===== config.mk =====
export PLATFORM = sky130hd
export DESIGN_NAME = key_stream_loader_flat
export DESIGN_NICKNAME = d
export VERILOG_FILES = /design/src/rtl/key_stream_loader_if.sv /design/src/rtl/key_stream_loader.sv /design/src/flat_wrapper.sv
export SDC_FILE = /design/constraint.sdc
export NUM_CORES = 1
export LEC_CHECK = 0
export ABC_AREA = 1
export ABC_CLOCK_PERIOD_IN_PS = 1800
export CAP_MARGIN = 15
export CORE_ASPECT_RATIO = 1.2
export CORE_MARGIN = 5
export CORE_UTILIZATION = 55
export DETAILED_ROUTE_END_ITERATION = 10
export HOLD_SLACK_MARGIN = 0.12
export PLACE_DENSITY = 0.83
export SYNTH_ARGS = -nofsm -noshare
export SYNTH_HDL_FRONTEND = slang
export SYNTH_SLANG_ARGS = --single-unit

===== constraint.sdc =====
create_clock -name clk -period 1.8 [get_ports clk]
set_clock_uncertainty 0.2 [all_clocks]
set_input_delay 0.36 -clock clk [delete_from_list [all_inputs] [get_ports clk]]
set_output_delay 0.36 -clock clk [all_outputs]
set_load 0.02 [all_outputs]

===== src/rtl/key_stream_loader_if.sv =====
// key_stream_loader_if: provisioning-side handshake and verified-key outputs of the key loader
//   start/si/sv : frame request, serial bit and bit-valid from the provisioning source
//   key_q       : verified key for the locked core
//   key_ok/key_err/busy/lockout/fail_cnt : loader status
interface key_stream_loader_if #(parameter int KEY_W = 64);
    logic             start;
    logic             si;
    logic             sv;
    logic [KEY_W-1:0] key_q;
    logic             key_ok;
    logic             key_err;
    logic             busy;
    logic             lockout;
    logic [3:0]       fail_cnt;
    modport master (output start, si, sv, input key_q, key_ok, key_err, busy, lockout, fail_cnt);
    modport slave  (input start, si, sv, output key_q, key_ok, key_err, busy, lockout, fail_cnt);
endinterface


===== src/rtl/key_stream_loader.sv =====
// key_stream_loader: receives a serial key frame, checks its trailing CRC-8 and presents the verified key
//   clk, rst : clock and synchronous active-high reset
//   bus      : slave side of key_stream_loader_if (start/si/sv in; key_q and status out)
module key_stream_loader #(
    parameter int KEY_W    = 64,
    parameter int MAX_FAIL = 3
) (
    input logic              clk,
    input logic              rst,
    key_stream_loader_if.slave bus
);
    localparam int FRAME_W = KEY_W + 8;
    localparam int CW      = $clog2(FRAME_W + 1);
    typedef enum logic [1:0] {IDLE, RECV, CHECK} state_t;
    state_t             state;
    logic [FRAME_W-1:0] sr;
    logic [CW-1:0]      cnt;
    logic [7:0]         crc;
    logic               fb;
    logic [3:0]         fail_nxt;
    assign fb       = crc[7] ^ bus.si;
    assign fail_nxt = (bus.fail_cnt >= 4'(MAX_FAIL)) ? bus.fail_cnt : bus.fail_cnt + 4'd1;
    always_ff @(posedge clk) begin
        if (rst) begin
            state        <= IDLE;
            sr           <= '0;
            cnt          <= '0;
            crc          <= '0;
            bus.key_q    <= '0;
            bus.key_ok   <= 1'b0;
            bus.key_err  <= 1'b0;
            bus.busy     <= 1'b0;
            bus.lockout  <= 1'b0;
            bus.fail_cnt <= '0;
        end else begin
            unique case (state)
                IDLE: if (bus.start && !bus.lockout) begin
                    state       <= RECV;
                    bus.busy    <= 1'b1;
                    bus.key_ok  <= 1'b0;
                    bus.key_err <= 1'b0;
                    cnt         <= '0;
                    crc         <= '0;
                end
                RECV: if (bus.sv) begin
                    sr  <= {sr[FRAME_W-2:0], bus.si};
                    cnt <= cnt + 1'b1;
                    // CRC covers only the key bits; the last 8 bits are the received CRC itself
                    if (cnt < CW'(KEY_W)) crc <= {crc[6:0], 1'b0} ^ (fb ? 8'h07 : 8'h00);
                    if (cnt == CW'(FRAME_W - 1)) state <= CHECK;
                end
                CHECK: begin
                    state    <= IDLE;
                    bus.busy <= 1'b0;
                    if (sr[7:0] == crc) begin
                        bus.key_q    <= sr[FRAME_W-1:8];
                        bus.key_ok   <= 1'b1;
                        bus.fail_cnt <= '0;
                    end else begin
                        // a failed frame relocks the core
                        bus.key_q    <= '0;
                        bus.key_err  <= 1'b1;
                        bus.fail_cnt <= fail_nxt;
                        if (fail_nxt >= 4'(MAX_FAIL)) bus.lockout <= 1'b1;
                    end
                end
                default: state <= IDLE;
            endcase
        end
    end
endmodule


===== src/flat_wrapper.sv =====
// flat-port wrapper written by rule: the top's interface ports become plain ports
module key_stream_loader_flat 
#(
    parameter int KEY_W    = 64,
    parameter int MAX_FAIL = 3
)
  (clk, rst, bus_start, bus_si, bus_sv, bus_key_q, bus_key_ok, bus_key_err, bus_busy, bus_lockout, bus_fail_cnt);
  key_stream_loader_if #(.KEY_W(KEY_W)) bus_i ();
  input logic clk;
  input logic rst;
  input wire logic [$bits(bus_i.start)-1:0] bus_start;
  input wire logic [$bits(bus_i.si)-1:0] bus_si;
  input wire logic [$bits(bus_i.sv)-1:0] bus_sv;
  output wire logic [$bits(bus_i.key_q)-1:0] bus_key_q;
  output wire logic [$bits(bus_i.key_ok)-1:0] bus_key_ok;
  output wire logic [$bits(bus_i.key_err)-1:0] bus_key_err;
  output wire logic [$bits(bus_i.busy)-1:0] bus_busy;
  output wire logic [$bits(bus_i.lockout)-1:0] bus_lockout;
  output wire logic [$bits(bus_i.fail_cnt)-1:0] bus_fail_cnt;
  assign bus_i.start = bus_start;
  assign bus_i.si = bus_si;
  assign bus_i.sv = bus_sv;
  assign bus_key_q = bus_i.key_q;
  assign bus_key_ok = bus_i.key_ok;
  assign bus_key_err = bus_i.key_err;
  assign bus_busy = bus_i.busy;
  assign bus_lockout = bus_i.lockout;
  assign bus_fail_cnt = bus_i.fail_cnt;
  key_stream_loader #(.KEY_W(KEY_W), .MAX_FAIL(MAX_FAIL)) u_core (.clk(clk), .rst(rst), .bus(bus_i));
endmodule

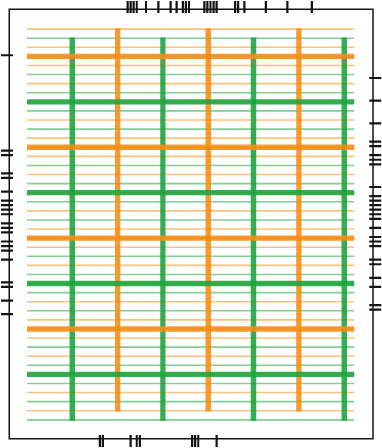
Fig. 1. Supply network (run 1).
Pins as bars on the die edge.
- green: VSS
- orange: VDD
- signal pins: 77
- rows: 43
- met5 straps: 8

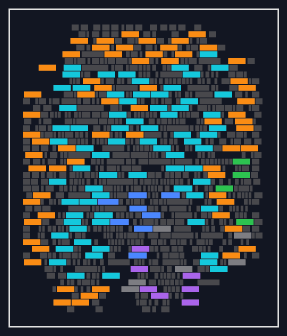
Fig. 2. Register map, names as in the netlist (run 1).
Other sequential cells in the stronger gray, the rest of the logic in the fainter gray.
- cyan: u_core.sr (placed flops 72)
- blue: u_core.crc (placed flops 8)
- orange: u_core.bus.key_q (placed flops 64; where all over the die)
- green: u_core.bus.fail_cnt (placed flops 4; where right middle)
- purple: u_core.cnt (placed flops 7; where bottom middle)
- not colored: 6

==> results.py, run 1 <==
# Physical implementation metrics
metrics = {
    "outcome": {
        "status": "finished with violations",
        "violations": "negative setup slack",
    },
    "synth": {
        "largest_area_cell": "dfxtp_1",
        "ys_sh_mux": 0,
        "yosys_cells": 790,
        "avgSynthCellArea_um2": 8.10,
        "most_common_cell": "dfxtp_1",
        "ys_types": 30,
        "compound_area_frac": 0.161,
        "synthTopCellsByCount": "dfxtp_1 (161), nor2_1 (142), nand2_1 (120), o21ai_0 (78), a21oi_1 (61)",
        "logic_family": "simple AND/OR/NAND/NOR gates",
    },
    "drt": {
        "routed_via_density": 5.36,
        "drtIter0Drc": 377,
        "wl_met3_um": 685,
        "wl_met2_mm": 7.79,
    },
    "finish": {
        "comb_area_um2": 2800,
        "inv_count": 41,
        "sh_comb_area": 0.342,
        "top_register": "u_core.sr",
        "signal_buffers": 118,
        "clk_share": 0.0755,
        "diodes": 0,
        "regArea_um2": 3240,
    },
    "clock_tree": {
        "postCtsHoldBufs": 1,
    },
    "grt": {
        "grt_overflow": 0,
        "grt_max_degree": 50,
        "use_met2": 0.347,
    },
    "floorplanning": {
        "io_pins": 77,
        "coreArea_um2": 11500,
        "dieArea_um2": 13900,
        "rows": 43,
    },
    "hold_path": {
        "holdPathStages": 2,
        "hp-class": "register to register",
        "hold-path-endpoint": "u_core.bus.key_ok$_SDFFE_PP0P_",
    },
    "sta": {
        "fmax_mhz": 540,
        "setup_viol": 1,
        "timing.hold.ws_ns": 0.247,
        "finalHoldViolCount": 0,
        "postLayoutSetupSlackWorst_ns": -0.0527,
    },
    "setup_path": {
        "reg2reg_setup_slack_ns": -0.05,
        "path_max_fanout": 7,
        "cp.arrival_ns": 1.99,
    },
    "place": {
        "post_dp_cell_area_um2": 7400,
        "pre_cts_slack_ns": -0.213,
    },
    "job": {
        "drv_cap": 0,
        "warning_count": 27,
    },
}
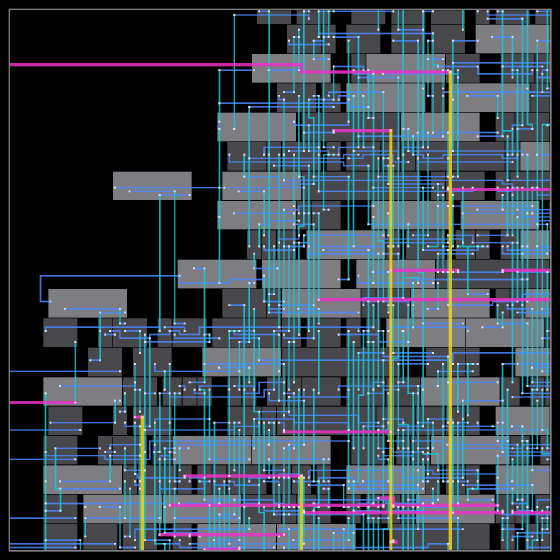
Fig. 3. Layout detail (run 1).
Region (2, 71) to (52, 121) um. Cells in gray, sequential cells in the stronger gray; small squares are vias.
- yellow: metal 4
- cyan: metal 2
- blue: metal 1
- magenta: metal 3
- cells with their middle in the window: 164
- sequential cells in the window: 36
- netlist names of flops here include: u_core.bus.key_q (19), u_core.sr (17)
- most frequent: nor2_1 (36), dfxtp_1 (36), o21ai_0 (18)

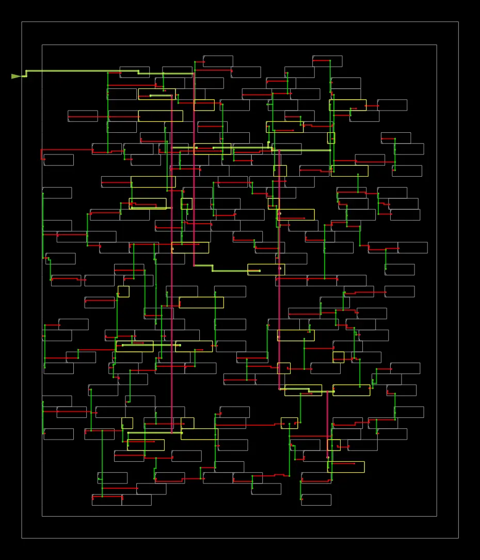
Fig. 4. Clock routing (run 1).
Clk power: 3.75 mW
clk_lat worst skew: 0.42 ns
# clock sinks: 161
# clk buffers: 18

==> run 1: where the power goes <==
part	switching, mW	internal (mW)	leakage, nW
clock	1.51	2.24	0.287
sequential	0.111	3.69	1.31
combinational	0.485	0.332	1.88
total	2.11	6.26	3.48
==> run 1: worst max-delay path, delay by kind of cell, from the launching register on <==
family                 cells  cell delay [ns]
DFF                        1             0.34
AOI/OAI and AO/OA          1             0.20
buffers and inverters      4             0.38
and+or+nand+nor            6             0.63
==> run 1: cells by family after synthesis <==
logic type                 Yosys count
AOI/OAI and AO/OA                  175
adders and majority gates            2
xor gates and xnor gates             4
DFF                                161
and+or+nand+nor                    353
buffers and inverters               95
Fig. 5: run 1, gate-type map
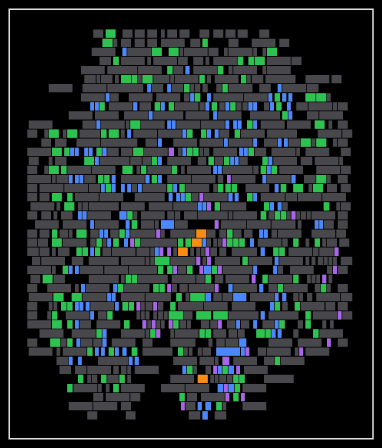

==> run 2, diff against run 1 <==
--- a/config.mk
+++ b/config.mk
@@ -14,6 +14,7 @@
 export DETAILED_ROUTE_END_ITERATION = 10
 export HOLD_SLACK_MARGIN = 0.12
 export PLACE_DENSITY = 0.83
+export SKIP_CTS_REPAIR_TIMING = 1
 export SYNTH_ARGS = -nofsm -noshare
 export SYNTH_HDL_FRONTEND = slang
 export SYNTH_SLANG_ARGS = --single-unit
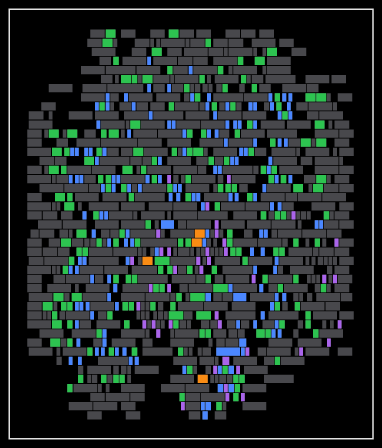
Fig. 6. Gate-type map (run 2).
- green: aoi and oai cells (cells 175; most used o21ai_0)
- blue: nor cells (cells 152; most used nor2_1)
- purple: inv cells (cells 41; most used inv_1)
- orange: xor and xnor cells (cells 4; where middle)

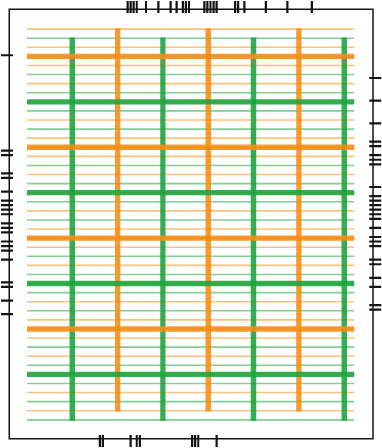
Fig. 7. Supply network (run 2).
Pins as bars on the die edge.
- green: VSS
- orange: VDD
- rows: 43
- met4 straps: 7
- signal pins: 77
- met1 rails: 44
- met5 straps: 8
Die Ht: 128 um
core area: 11500 um2

==> results.py, run 2 <==
# Physical implementation metrics
metrics = {
    "setup_path": {
        "path_max_fanout": 13,
        "cp_top_family": "simple AND/OR/NAND/NOR gates",
        "worst-path-buf-inv": 3,
        "crit_slowest_cell": "dfxtp_1",
    },
    "floorplanning": {
        "dieArea_um2": 13900,
        "rows": 43,
    },
    "sta": {
        "timing.hold.ws_ns": 0.117,
        "fmax_mhz": 564,
        "setup_viol": 0,
        "postLayoutSetupSlackWorst_ns": 0.0269,
        "finalHoldViolCount": 0,
    },
    "synth": {
        "ys_types": 30,
        "logic_family": "simple AND/OR/NAND/NOR gates",
        "largest_area_cell": "dfxtp_1",
        "most_common_cell": "dfxtp_1",
        "ys_sh_mux": 0,
        "avgSynthCellArea_um2": 8.10,
        "yosys_cells": 790,
        "synthTopCellsByCount": "dfxtp_1 (161), nor2_1 (142), nand2_1 (120), o21ai_0 (78), a21oi_1 (61)",
    },
    "clock_tree": {
        "cts_num_sinks": 161,
        "clock_latency_ns": 0.42,
    },
    "finish": {
        "stdcell_count": 1035,
        "diodes": 0,
        "top_register": "u_core.sr",
    },
    "place": {
        "pre_cts_slack_ns": -0.213,
        "post_dp_cell_area_um2": 7400,
    },
    "outcome": {
        "status": "complete, no violations",
    },
    "grt": {
        "grt_overflow": 0,
        "grt_util_all_layers": 0.210,
    },
    "hold_path": {
        "hold-path-endpoint": "u_core.cnt[3]$_SDFFE_PP0P_",
        "holdPathStages": 4,
        "hp-class": "input pin to register",
    },
    "drt": {
        "wl_met3_um": 705,
        "drtIter0Drc": 387,
        "routed_via_density": 5.38,
    },
    "job": {
        "warning_count": 27,
    },
}
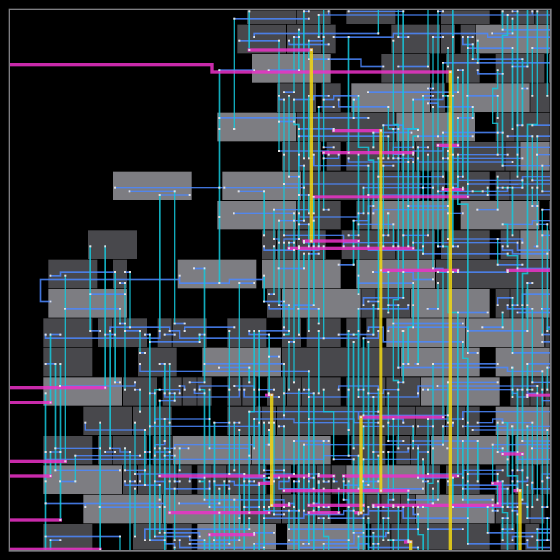
Fig. 8. Layout detail (run 2).
Region (2, 71) to (52, 121) um. Cells in gray, sequential cells in the stronger gray; small squares are vias.
- yellow: metal 4
- blue: metal 1
- cyan: metal 2
- magenta: metal 3
- netlist names of flops here include: u_core.bus.key_q (18), u_core.sr (17)
- cells with their middle in the window: 161
- sequential cells in the window: 35
- most frequent: nor2_1 (35), dfxtp_1 (35)

run 2: cell count changes in the layout (fill, tap and decap cells not counted), sizes merged:
cell,before,now
dlymetal6s2s,0,72
buf,39,33
clkbuf,21,19
dlygate4sd2,71,0
clkinv,3,2
clkdlybuf4s15,1,0
inv,44,45
run 2: report_power, final:
part	internal, mW	switching (mW)
logic	0.266	0.441
registers	3.69	0.108
clock network	2.24	1.48
total	6.19	2.03
run 2: area by class of cell:
class	instances	area (um2)
sequential	161	3230
fill	790	3160
multi-input combinational	534	2760
timing repair buffer	110	1340
clock buffer	18	439
tap	157	196
clock inverter	14	179
inverter	41	156
Power figures rest on the tool's default switching activity, not on a simulated workload.
